--- src/rtl/irq_pkg.sv ---
// Shared types and constants for the four-source interrupt controller.
package irq_pkg;

  localparam int IRQ_N    = 4;
  localparam int IRQ_ID_W = 2;
  localparam int GAP_W    = 2;

  typedef enum logic [1:0] {
    IDLE  = 2'd0,
    SERVE = 2'd1,
    GAP   = 2'd2
  } irq_state_e;

  function automatic logic [IRQ_N-1:0] id_onehot(input logic [IRQ_ID_W-1:0] id);
    return IRQ_N'(1) << id;
  endfunction

endpackage

--- src/rtl/encoder_4to2.sv ---
// Priority encoder: highest set input bit wins, valid_o flags any set bit.
module encoder_4to2 (
  input  logic [3:0] in_i,
  output logic [1:0] out_o,
  output logic       valid_o
);

  always_comb begin
    out_o   = 2'd0;
    valid_o = 1'b1;
    casez (in_i)
      4'b1???: out_o = 2'd3;
      4'b01??: out_o = 2'd2;
      4'b001?: out_o = 2'd1;
      4'b0001: out_o = 2'd0;
      default: valid_o = 1'b0;
    endcase
  end

endmodule

--- src/rtl/irq_ctrl_4.sv ---
// Four-source interrupt controller: edge-captured sticky pending bits,
// masked highest-index selection, and a valid/ack service handshake.
module irq_ctrl_4 import irq_pkg::*; #(
  parameter int GAP_CYCLES = 1
) (
  input  logic                clk,
  input  logic                rst_n,
  input  logic [IRQ_N-1:0]    req,
  input  logic [IRQ_N-1:0]    mask,
  input  logic                ack,
  input  logic                clr_overrun,
  output logic                irq_valid,
  output logic [IRQ_ID_W-1:0] irq_id,
  output logic [IRQ_N-1:0]    pending,
  output logic [IRQ_N-1:0]    overrun
);

  localparam logic [GAP_W-1:0] GAP_LOAD = (GAP_CYCLES > 0) ? GAP_W'(GAP_CYCLES - 1) : '0;

  logic [IRQ_N-1:0]    req_q;
  logic [IRQ_N-1:0]    pending_q, pending_d;
  logic [IRQ_N-1:0]    overrun_q, overrun_d;
  logic                valid_q, valid_d;
  logic [IRQ_ID_W-1:0] id_q, id_d;
  logic [GAP_W-1:0]    gap_cnt_q, gap_cnt_d;
  irq_state_e          state_q, state_d;

  logic [IRQ_N-1:0]    req_edge;
  logic [IRQ_N-1:0]    clr_vec;
  logic [IRQ_ID_W-1:0] sel_id;
  logic                any_req;

  encoder_4to2 u_enc (
    .in_i   (pending_q & mask),
    .out_o  (sel_id),
    .valid_o(any_req)
  );

  assign req_edge = req & ~req_q;
  assign clr_vec  = (state_q == SERVE && ack) ? id_onehot(id_q) : '0;

  // A new event beats a same-cycle clear, and is not an overrun in that case.
  assign pending_d = req_edge | (pending_q & ~clr_vec);
  assign overrun_d = (req_edge & pending_q & ~clr_vec) | (clr_overrun ? '0 : overrun_q);

  always_comb begin
    state_d   = state_q;
    valid_d   = valid_q;
    id_d      = id_q;
    gap_cnt_d = gap_cnt_q;
    case (state_q)
      IDLE: begin
        if (any_req) begin
          id_d    = sel_id;
          valid_d = 1'b1;
          state_d = SERVE;
        end
      end
      SERVE: begin
        if (ack) begin
          valid_d = 1'b0;
          if (GAP_CYCLES > 0) begin
            state_d   = GAP;
            gap_cnt_d = GAP_LOAD;
          end else begin
            state_d = IDLE;
          end
        end
      end
      GAP: begin
        if (gap_cnt_q == '0) state_d = IDLE;
        else                 gap_cnt_d = gap_cnt_q - 1'b1;
      end
      default: begin
        state_d = IDLE;
        valid_d = 1'b0;
      end
    endcase
  end

  always_ff @(posedge clk or negedge rst_n) begin
    if (!rst_n) begin
      req_q     <= '0;
      pending_q <= '0;
      overrun_q <= '0;
      valid_q   <= 1'b0;
      id_q      <= '0;
      gap_cnt_q <= '0;
      state_q   <= IDLE;
    end else begin
      req_q     <= req;
      pending_q <= pending_d;
      overrun_q <= overrun_d;
      valid_q   <= valid_d;
      id_q      <= id_d;
      gap_cnt_q <= gap_cnt_d;
      state_q   <= state_d;
    end
  end

  assign irq_valid = valid_q;
  assign irq_id    = id_q;
  assign pending   = pending_q;
  assign overrun   = overrun_q;

endmodule

--- config.mk ---
export PLATFORM = sky130hd
export DESIGN_NAME = irq_ctrl_4
export DESIGN_NICKNAME = d
export VERILOG_FILES = /design/src/rtl/irq_pkg.sv /design/src/rtl/encoder_4to2.sv /design/src/rtl/irq_ctrl_4.sv
export SDC_FILE = /design/constraint.sdc
export NUM_CORES = 1
export LEC_CHECK = 0
export CAP_MARGIN = 30
export CORE_ASPECT_RATIO = 0.75
export CORE_MARGIN = 1.5
export CORE_UTILIZATION = 44
export CTS_CLUSTER_SIZE = 25
export DETAILED_ROUTE_END_ITERATION = 10
export GPL_TIMING_DRIVEN = 0
export PLACE_DENSITY = 0.75
export SYNTH_ARGS = -nofsm -noshare
export SYNTH_HDL_FRONTEND = slang
export SYNTH_SLANG_ARGS = --single-unit
--- constraint.sdc ---
create_clock -name clk -period 1.62 [get_ports clk]
set_clock_uncertainty 0.15 [all_clocks]
set_input_delay 0.162 -clock clk [delete_from_list [all_inputs] [get_ports clk]]
set_output_delay 0.162 -clock clk [all_outputs]
set_load 0.01 [all_outputs]
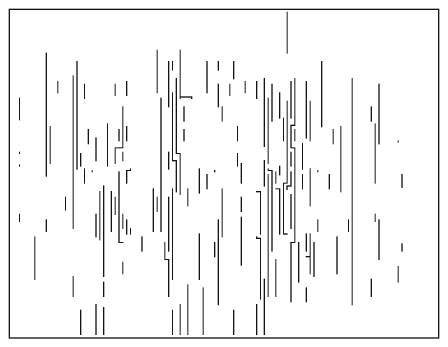
**Above:** run 1 (the metal 2 layer).
The layer carries 604 µm of wire. 100 nets have wire on it. The layer holds 43% of the routed length.
DR vias: 625
Detailed Route WL: 1410 µm
grt met2 use: 0.266

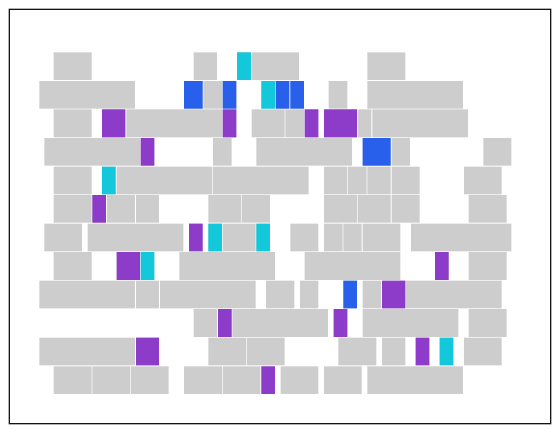
**Above:** run 1 (gate-type map).
NOR gates: drawn in blue, cells 6, where north. NAND gates: drawn in purple, cells 15. inverters: drawn in cyan, cells 7.
Final Non-Filler Cells: 122
Comb area share: 0.248
Top cell excl fill/tap: clkdlybuf4s50_1

==> metrics.cfg, run 1 <==
[worst_setup_path]
start_kind = flop
cp_top_family = buffers and inverters
slowest_delay_ns = 0.55
slowest_stage = clkdlybuf4s50_1
ff2ff_path_depth = 3
end_kind = output pin
crit_cells = 1
cp_max_fo = 3
required_ns = 1.31
critPathArrivalTime_ns = 1.22
crit_type = flop to output pin
path_buffers = 1

[logic_synthesis]
ys_chip_area_um2 = 776
syn_area_per_cell_um2 = 10.6
syn_area_um2 = 776
synth_flops = 19
synthCells = 73
yosys.cell_types.count = 23
top_area_frac = 0.613
fp_nets = 86
synth_area_leader_cell = dfrtp_1
yosys_cells = 73
top_cells_by_area = dfrtp_1 61%, nand2_1 4.8%, inv_1 3.4%, nand2b_1 3.2%, o22ai_1 3.2%
synth_seq_share = 0.613
synth_warnings = 0

[grt]
overflow = 0
grt_start_max_net_pins = 20
grt_first_pass_wirelength_um = 2400
grt_pass1_vias = 554
grt_antenna_before_repair = 0
grt.total_usage = 0.174

[placed_design]
routabilityCongestion = 0.841
dpl.hpwl_um = 1090
place_area_um2 = 1020
port_buffers = 22
place_ws_ns = -0.00753

[finish]
fin_area_um2 = 1060
nFillCells = 136
most-common-layout-cells = 22 x clkdlybuf4s50_1, 18 x dfrtp_1, 10 x nand2_1
nNetsFinal = 115
antenna_cells = 0
area_growth_pct = 37.3
final_layout_size_suffix_gt1_frac = 0.0891

[pwr]
power.density_nw_per_um2 = 1510
power_w = 0.00161
p_leak_nw = 0.456
peakVddDrop_mv = 1.19

[clock_tree]
clockBufferDepth = 2
clock_latency_ns = 0.29
cts_buffers = 3
root_buffer = clkbuf_4
cts_num_sinks = 19
cts_tree = done
htreeDepth = 1
clk_pin_slew_worst_paths_ns = 0.10

[final_timing]
slew_headroom = 0.465
tightest_slew_ns = 0.800
holdWs_ns = 0.176
setup_viol = 0
period_minus_slack_ns = 1.53
maxSlewViolCount = 0
timing.final.crit_share = 0.946
rsz0062_at_grt = false
hold_viol_final = 0
setup_ws_ns = 0.0872
fmax_ghz = 0.652

[drt]
drc = 0
wl_per_cell_um = 11.5
first_pass_iters = 5
drt_iter0_drc = 8
avgViaCountPerCell = 5.12

[hold_path]
hp-class = primary input to async pin

[die]
die_area_um2 = 2030
dieWidth_um = 51.5
floorplan.core_util = 0.497
rows = 12
io_pins = 23
dieHeight_um = 39.4
placeableCoreArea_um2 = 1560

[status]
status = finished, final reports clean

[run]
cap_violations = 0
warnings = 26

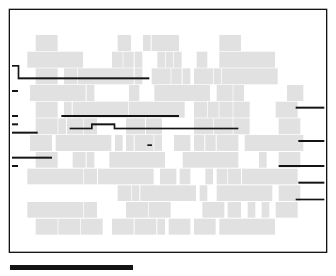
**Above:** run 1 (met3 routing).
Scale bar: 20 µm.
The layer holds 7.7% of the routed length. The wires run mostly horizontal. The layer carries 108 µm of wire.
met3 Usage GRT: 0.0802

==> run 1: Yosys cell counts, drive strengths merged <==
master / instances
o21ai: 4
nand4b: 1
or2: 2
o22ai: 4
buf: 2
a221o: 1
and3: 1
a21o: 1
nand2: 10
o2bb2ai: 1
ha: 1
dfrtp: 19
o21bai: 1
nor2: 4
inv: 7
a41oi: 1
nand2b: 4
nor3b: 1
a311oi: 1
a21oi: 4
nor3: 1
o41ai: 2
==> run 1: report_power, final <==
part / switching (W) / internal [W]
Combinational: 0.000305 / 0.000376
Clock: 0.000137 / 0.0000958
Sequential: 0.0000880 / 0.000606
==> run 1: flip-flops by register name (all words and copies together) (netlist names) <==
name	count
pending	4
overrun	4
req_q	4
irq_id	2
irq_valid	1
state_q	2
gap_cnt_q	2
==> run 1: kinds of logic (layout without fill, tap and decap cells) <==
logic type / count (synthesis) / after routing / share of synthesized area
compound gates: 20 / 20 / 0.173
fa+ha+maj: 1 / 1 / 0.0161
simple gates: 24 / 24 / 0.152
flops: 19 / 19 / 0.613
buf+inv: 9 / 37 / 0.0468
==> run 1: final timing paths <==
| kind | start | slack (ns) | endpoint |
|---|---|---|---|
| min reg2reg | irq_valid | 0.35 | irq_valid |
| max in group asynchronous | rst_n | 0.60 | irq_id[0] |
| min | rst_n | 0.18 | req_q[3] |
| max | irq_id[1] | 0.09 | irq_id[1] |
| max reg2reg | irq_id[0] | 0.17 | overrun[0] |
| min in group clk | req[1] | 0.18 | req_q[1] |
==> run 1: per-layer routing <==
layer	track usage	vias to the layer above	wire, µm
met5	0	-	0
met4	0.0395	0	10
met3	0.0802	2	108
met2	0.266	17	603
met1	0.226	296	685
li1	-	310	-
==> run 1: layout make-up <==
class | count | area (µm²) | area share
Buffer | 2 | 10.0 | 0.00940
Clock buffer | 4 | 26.3 | 0.0247
Inverter | 7 | 26.3 | 0.0247
Multi-Input combinational cell | 45 | 264 | 0.248
Sequential cell | 19 | 477 | 0.448
Tap cell | 21 | 26.3 | 0.0247
Timing Repair Buffer | 24 | 235 | 0.221
==> run 1: per-stage QoR <==
step / utilization / std cells / setup TNS [ns]
after global routing: 0.682 / 122 / 0
after detailed placement: 0.655 / 116 / -0.0137
after global placement: 0.655 / 116 / 0
after CTS: 0.672 / 120 / 0
after floorplan: - / 73 / 0
final: 0.682 / 122 / 0
==> run 1: timing repair <==
item,in CTS,in global routing
resized,1,0
setup endpoints to repair,1,2
hold endpoints to repair,0,0
gates cloned,0,0
pin swaps,0,0
buffers inserted,0,2
hold buffers,0,0
**Run 1: the metal 1 layer**

Supply wires on this layer in grey.
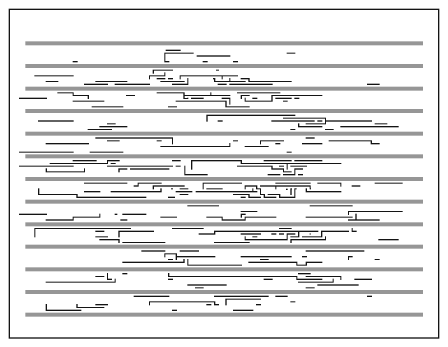

==> run 1 -> run 2 <==
--- a/config.mk
+++ b/config.mk
@@ -5,14 +5,16 @@
 export SDC_FILE = /design/constraint.sdc
 export NUM_CORES = 1
 export LEC_CHECK = 0
+export ABC_AREA = 1
 export CAP_MARGIN = 30
 export CORE_ASPECT_RATIO = 0.75
 export CORE_MARGIN = 1.5
-export CORE_UTILIZATION = 44
+export CORE_UTILIZATION = 45
+export CTS_CLUSTER_DIAMETER = 50
 export CTS_CLUSTER_SIZE = 25
 export DETAILED_ROUTE_END_ITERATION = 10
 export GPL_TIMING_DRIVEN = 0
-export PLACE_DENSITY = 0.75
+export PLACE_DENSITY = 0.76
 export SYNTH_ARGS = -nofsm -noshare
 export SYNTH_HDL_FRONTEND = slang
 export SYNTH_SLANG_ARGS = --single-unit
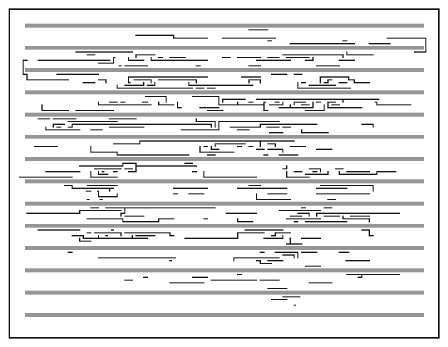
**Above:** run 2 (the metal 1 layer).
Supply wires on this layer in grey.
The wires run mostly horizontal. 121 nets have wire on it. The layer carries 746 µm of wire.
Detailed Route WL: 1570 µm
met1 usage: 0.202
DR vias: 683

==> metrics.cfg, run 2 <==
[status]
status = finished, final reports clean

[clock_tree]
root_buffer = clkbuf_4
clockBufferDepth = 2  ; unchanged
holdBufCountCts = 0  ; unchanged
cts_num_sinks = 19  ; unchanged
clk_pin_slew_worst_paths_ns = 0.10  ; about the same
clock_latency_ns = 0.30  ; about the same
cts_buffers = 3  ; unchanged

[finish]
area_growth_pct = 36.6
fin_area_um2 = 1120  ; +5.3%
nFillCells = 154  ; +13%
most-common-layout-cells = 35 x nand2_1, 21 x clkdlybuf4s50_1, 18 x dfrtp_1
seqCellArea_um2 = 477  ; unchanged
antenna_cells = 0  ; unchanged
combGateArea_um2 = 293  ; +11%
lay_top_count = nand2_1
final_layout_size_suffix_gt1_frac = 0.0806  ; -0.00846

[pwr]
p_seq_frac = 0.422  ; -0.009
swShare = 0.371  ; +0.0409
p_leak_nw = 0.570  ; +25%
peakVddDrop_mv = 0.987  ; -17%
p_switching_w = 0.000666  ; +26%
comb_power_share = 0.445  ; +0.021
power.density_nw_per_um2 = 1600  ; +6.2%

[final_timing]
setup_viol = 0  ; unchanged
slew_headroom = 0.462  ; -0.00261
holdWs_ns = 0.167  ; -0.00887 ns
maxSlewViolCount = 0  ; unchanged
setup_tns_ns = 0  ; unchanged
rsz0062_at_grt = false
period_minus_slack_ns = 1.57  ; +0.0419 ns
timing.final.crit_share = 0.972  ; +0.0259
fmax_ghz = 0.635  ; -2.7%
hold_viol_final = 0  ; unchanged

[worst_setup_path]
path_buffers = 1  ; unchanged
critPathArrivalTime_ns = 1.26  ; +0.04 ns
start_kind = flop
crit_cells = 1  ; unchanged
ff2ff_path_depth = 4  ; +1
end_kind = output pin
required_ns = 1.31  ; about the same
cp_max_fo = 4  ; +1
crit_type = flop to output pin
r2r-start = state_q[1]
slowest_delay_ns = 0.56  ; about the same
cp-startpoint = pending[3]

[die]
die_area_um2 = 2090  ; +3.2%
rows = 13  ; +1
placeableCoreArea_um2 = 1720  ; +10%
io_pins = 23  ; unchanged
dieHeight_um = 40.0  ; +1.6%

[logic_synthesis]
synth_flops = 19  ; unchanged
synthXorXnorAreaFrac = 0  ; unchanged
adder_share = 0.0152  ; -0.000885
syn_area_um2 = 821  ; +5.8%
synth_area_leader_cell = dfrtp_1
fp_nets = 108  ; +26%
yosys_most_used_dff = dfrtp_1
ys_chip_area_um2 = 821  ; +5.8%
post-synth-top-count-cell = nand2_1
synth_warnings = 0  ; unchanged
synth_seq_share = 0.579  ; -0.0336
synthSimpleGateAreaFrac = 0.271  ; +0.120
synthTopCellsByCount = 35 x nand2_1, 19 x dfrtp_1, 14 x inv_1
ys_sh_aoi = 0.0579  ; -0.115
syn_area_per_cell_um2 = 8.64  ; -19%
yosys_cells = 95  ; +30%
top_area_frac = 0.579  ; -0.0336
muxShareOfSynthArea = 0.0122  ; +0.0122

[grt]
grt_antenna_before_repair = 0  ; unchanged
overflow = 0  ; unchanged
grt_pass1_vias = 541  ; -2.3%
grt_start_max_net_pins = 20  ; unchanged

[placed_design]
port_buffers = 22  ; unchanged
dpl.hpwl_um = 1160  ; +6.9%
place_area_um2 = 1070  ; +4.5%
routabilityCongestion = 0.743  ; -12%

[drt]
drt_iter0_drc = 9  ; +1
avgViaCountPerCell = 4.68  ; -8.7%
wl_per_cell_um = 10.8  ; -6.8%
first_pass_iters = 4  ; -1
drc = 0  ; unchanged

[hold_path]
hp-class = primary input to async pin

[run]
warnings = 26  ; unchanged
cap_violations = 0  ; unchanged

[run 2: kinds of logic after synthesis]
logic type	count (synthesis)
AOI/OAI and AO/OA	9
adders and majority gates	1
buffers and inverters	14
DFF	19
muxes	1
and+or+nand+nor	51
[run 2: final timing paths]
path	to	slack (ns)
worst min register to register	overrun[2]	0.34
min in group clk	req_q[0]	0.19
max in group asynchronous	irq_id[1]	0.61
worst max register to register	pending[3]	0.40
worst min-delay path	req_q[2]	0.17
worst max-delay path	pending[3]	0.05
[run 2: cell type report]
cell class / instances / share of cell area
tap: 22 / 0.0246
clock buffer: 4 / 0.0234
timing repair buffer: 25 / 0.219
multi-input combinational: 62 / 0.261
sequential: 19 / 0.425
inverter: 14 / 0.0469
[run 2: what timing repair did]
item / CTS / global route
buffers inserted: 1 / 2
resized: 1 / 1
endpoints found under the setup margin: 2 / 2
[run 2: through the flow]
step / cells / worst slack (ns) / power (W) / util
5_1_grt: 146 / 0.00652 / 0.00195 / 0.650
4_1_cts: 144 / 0.0121 / 0.00178 / 0.640
6_report: 146 / 0.0453 / 0.00180 / 0.650
3_3_place_gp: 139 / 0.220 / 0.00149 / 0.620
3_5_place_dp: 139 / 0.204 / 0.00152 / 0.620
2_1_floorplan: 95 / 0.532 / 0.00117 / -
[run 2: power groups by stage]
stage	Combinational, W	Sequential (W)	Clock (W)
floorplan	0.000351	0.000816	0
global placement	0.000710	0.000781	0
detailed placement	0.000727	0.000792	0
CTS	0.000764	0.000773	0.000246
global route	0.000900	0.000781	0.000265
finish	0.000801	0.000759	0.000238
[run 2: layer usage]
metal	global-route usage	routed length, µm	up-vias
li1	-	-	354
met1	0.202	745	312
met2	0.288	705	15
met3	0.0821	105	2
met4	0.0577	14	0
met5	0	0	-
**Run 2: met3 routing**

Scale bar: 20 µm.
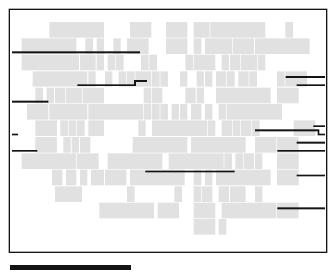

==> run 2 -> run 3 <==
--- a/config.mk
+++ b/config.mk
@@ -7,14 +7,13 @@
 export LEC_CHECK = 0
 export ABC_AREA = 1
 export CAP_MARGIN = 30
-export CORE_ASPECT_RATIO = 0.75
 export CORE_MARGIN = 1.5
-export CORE_UTILIZATION = 45
+export CORE_UTILIZATION = 49
 export CTS_CLUSTER_DIAMETER = 50
 export CTS_CLUSTER_SIZE = 25
 export DETAILED_ROUTE_END_ITERATION = 10
 export GPL_TIMING_DRIVEN = 0
-export PLACE_DENSITY = 0.76
+export PLACE_DENSITY = 0.82
 export SYNTH_ARGS = -nofsm -noshare
 export SYNTH_HDL_FRONTEND = slang
 export SYNTH_SLANG_ARGS = --single-unit
==> constraint.sdc (replaced) <==
create_clock -name clk -period 2.04 [get_ports clk]
set_clock_uncertainty 0.15 [all_clocks]
set_input_delay 0.204 -clock clk [delete_from_list [all_inputs] [get_ports clk]]
set_output_delay 0.204 -clock clk [all_outputs]
set_load 0.01 [all_outputs]
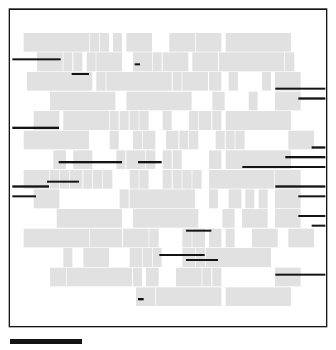
**Above:** run 3 (met3 routing).
Scale bar: 10 µm.
The wires run mostly horizontal. The layer carries 102 µm of wire. The longest straight run is 11.3 µm. The layer holds 6.0% of the routed length. 19 nets have wire on it.
met3 Usage GRT: 0.0292
Detailed Route WL: 1700 µm

==> metrics.cfg, run 3 <==
[final_timing]
hold_viol_final = 0  ; unchanged
timing.final.crit_share = 0.822
maxSlewViolCount = 0  ; unchanged
slew_headroom = 0.450  ; -0.0125
period_minus_slack_ns = 1.68
fmax_ghz = 0.596
setup_tns_ns = 0  ; unchanged

[die]
io_pins = 23  ; unchanged
dieHeight_um = 43.9  ; +9.9%
placeableCoreArea_um2 = 1540  ; -11%
die_area_um2 = 1930  ; -7.8%

[pwr]
swShare = 0.381  ; +0.0105
peakVddDrop_mv = 0.693  ; -30%
p_seq_frac = 0.447  ; +0.025
p_leak_nw = 0.556  ; -2.6%
comb_power_share = 0.420  ; -0.025
power.density_nw_per_um2 = 1290  ; -20%
power_w = 0.00140  ; -22%

[worst_setup_path]
ff2ff_path_depth = 6  ; +2
path_buffers = 1  ; unchanged
end_kind = output pin
cp_max_fo = 6  ; +2
critPathArrivalTime_ns = 1.32  ; +0.06 ns
r2r-start = state_q[1]
reg2reg_to = pending[0]

[drt]
dr_total_vias = 696  ; +1.9%
avgViaCountPerCell = 5.08  ; +8.6%
first_pass_iters = 4  ; unchanged
drt_iter0_drc = 11  ; +2

[logic_synthesis]
yosys_cells = 95  ; unchanged
synth_area_leader_cell = dfrtp_1
synthXorXnorAreaFrac = 0  ; unchanged
fp_nets = 108  ; unchanged
synth_seq_share = 0.579  ; unchanged
synthTopCellsByCount = 35 x nand2_1, 19 x dfrtp_1, 14 x inv_1
post-synth-top-count-cell = nand2_1
adder_share = 0.0152  ; unchanged
synth_flops = 19  ; unchanged
top_area_frac = 0.579  ; unchanged
syn_area_um2 = 821  ; unchanged
synthSimpleGateAreaFrac = 0.271  ; unchanged
syn_area_per_cell_um2 = 8.64  ; unchanged

[hold_path]
hp-class = primary input to async pin

[clock_tree]
cts_num_sinks = 19  ; unchanged
clockBufferDepth = 2  ; unchanged
cts_buffers = 3  ; unchanged
post_cts_resized = 0  ; -1
root_buffer = clkbuf_4
cts_setup_buffers = 0  ; -1
clock_latency_ns = 0.30  ; about the same

[finish]
nFillCells = 126  ; -18%
seqCellArea_um2 = 475  ; -0.26%
final_util = 0.705  ; +0.0551
combGateArea_um2 = 293  ; unchanged
final_layout_size_suffix_gt1_frac = 0.0496  ; -0.0311
lay_top_count = nand2_1
area_growth_pct = 32.5
fin_area_um2 = 1090  ; -3.0%

[status]
status = finished, final reports clean

[placed_design]
port_buffers = 22  ; unchanged
place_area_um2 = 1060  ; -0.70%
routabilityCongestion = 0.751  ; +1.0%

[grt]
grt_pass1_vias = 673  ; +24%
grt_start_max_net_pins = 20  ; unchanged
overflow = 0  ; unchanged

[run]
cap_violations = 0  ; unchanged

==> run 3: kinds of logic (layout without fill, tap and decap cells) <==
| logic type | Yosys count | in the layout |
|---|---|---|
| simple gates | 51 | 51 |
| flops | 19 | 19 |
| buf+inv | 14 | 40 |
| compound gates | 9 | 9 |
| fa+ha+maj | 1 | 1 |
| mux | 1 | 1 |
==> run 3: layer usage <==
metal | up-vias | GRT usage | share of wire
met4 | 0 | 0.145 | 0.036
met3 | 7 | 0.0292 | 0.060
met1 | 315 | 0.258 | 0.43
met2 | 26 | 0.341 | 0.48
met5 | - | 0 | 0
li1 | 348 | - | -
==> run 3: how the worst max path moves through the flow <==
| stage | from | endpoint | slack (ns) | cells after the start |
|---|---|---|---|---|
| final | irq_id[1] | irq_id[1] | 0.36 | 1 |
| after global routing | irq_id[1] | irq_id[1] | 0.29 | 1 |
| after CTS | irq_id[1] | irq_id[1] | 0.36 | 1 |
| after detailed placement | ack | pending[0] | 0.57 | 6 |
| after global placement | rst_n | req_q[0] | 0.62 | 1 |
| after floorplan | gap_cnt_q[0] | gap_cnt_q[1] | 0.95 | 6 |
==> run 3: cell type report <==
cell class / instances / share of cell area
Sequential cell: 19 / 0.437
Multi-Input combinational cell: 62 / 0.269
Timing Repair Buffer: 22 / 0.203
Inverter: 14 / 0.0483
Clock buffer: 4 / 0.0242
Tap cell: 16 / 0.0184
==> run 3: worst reg2reg max path: stages (launching register included) <==
cell and delay (ns):
dfrtp_1 0.43, inv_1 0.13, nand3_4 0.14, inv_1 0.08
nand2_1 0.06, nand2_1 0.07, nand2_1 0.06
==> run 3: through the flow <==
step | setup slack (ns) | hold slack [ns] | std cells
floorplan | 0.952 | -0.242 | 95
global placement | 0.620 | 0.315 | 133
detailed placement | 0.574 | 0.321 | 133
CTS | 0.358 | 0.227 | 137
global route | 0.293 | 0.244 | 137
finish | 0.362 | 0.221 | 137
==> run 3: power groups by stage <==
stage                     clock (W)  sequential [W]  combinational, W
final                      0.000185        0.000626          0.000588
after global routing       0.000206        0.000644          0.000662
after CTS                  0.000193        0.000623          0.000596
after detailed placement          0        0.000631          0.000590
after global placement            0        0.000621          0.000563
after floorplan                   0        0.000648          0.000279

==> notes/layouts.md <==
Pictures saved along the way, in no particular order.

Clock routing.
Plate I
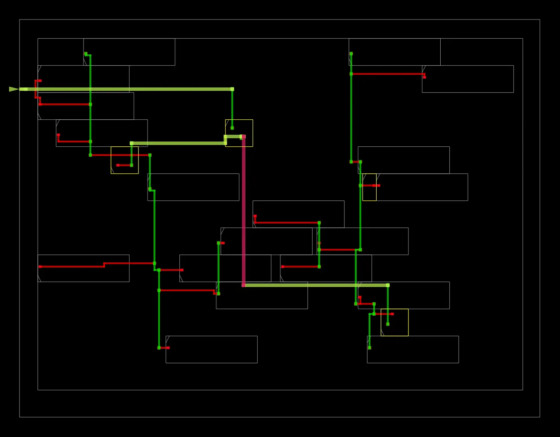
Plate II
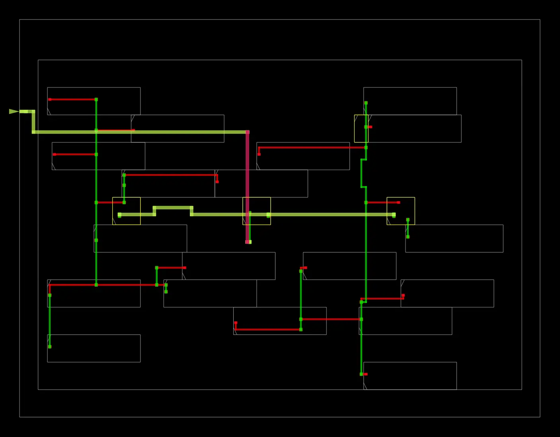
Plate III
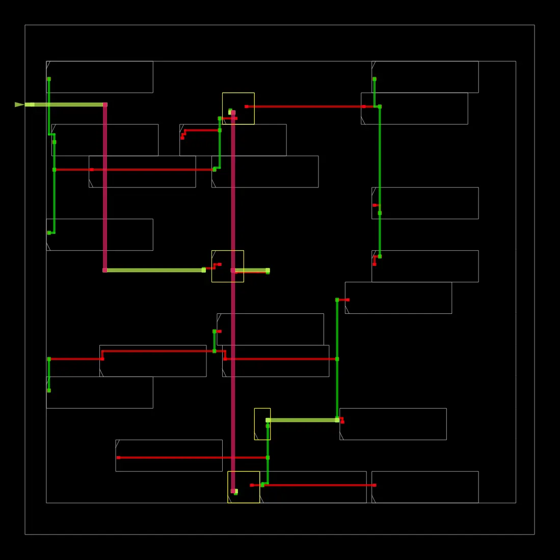
Plate II: run 1
Plate III: run 3
Plate I: run 2

Power and IR drop assume default switching activity.
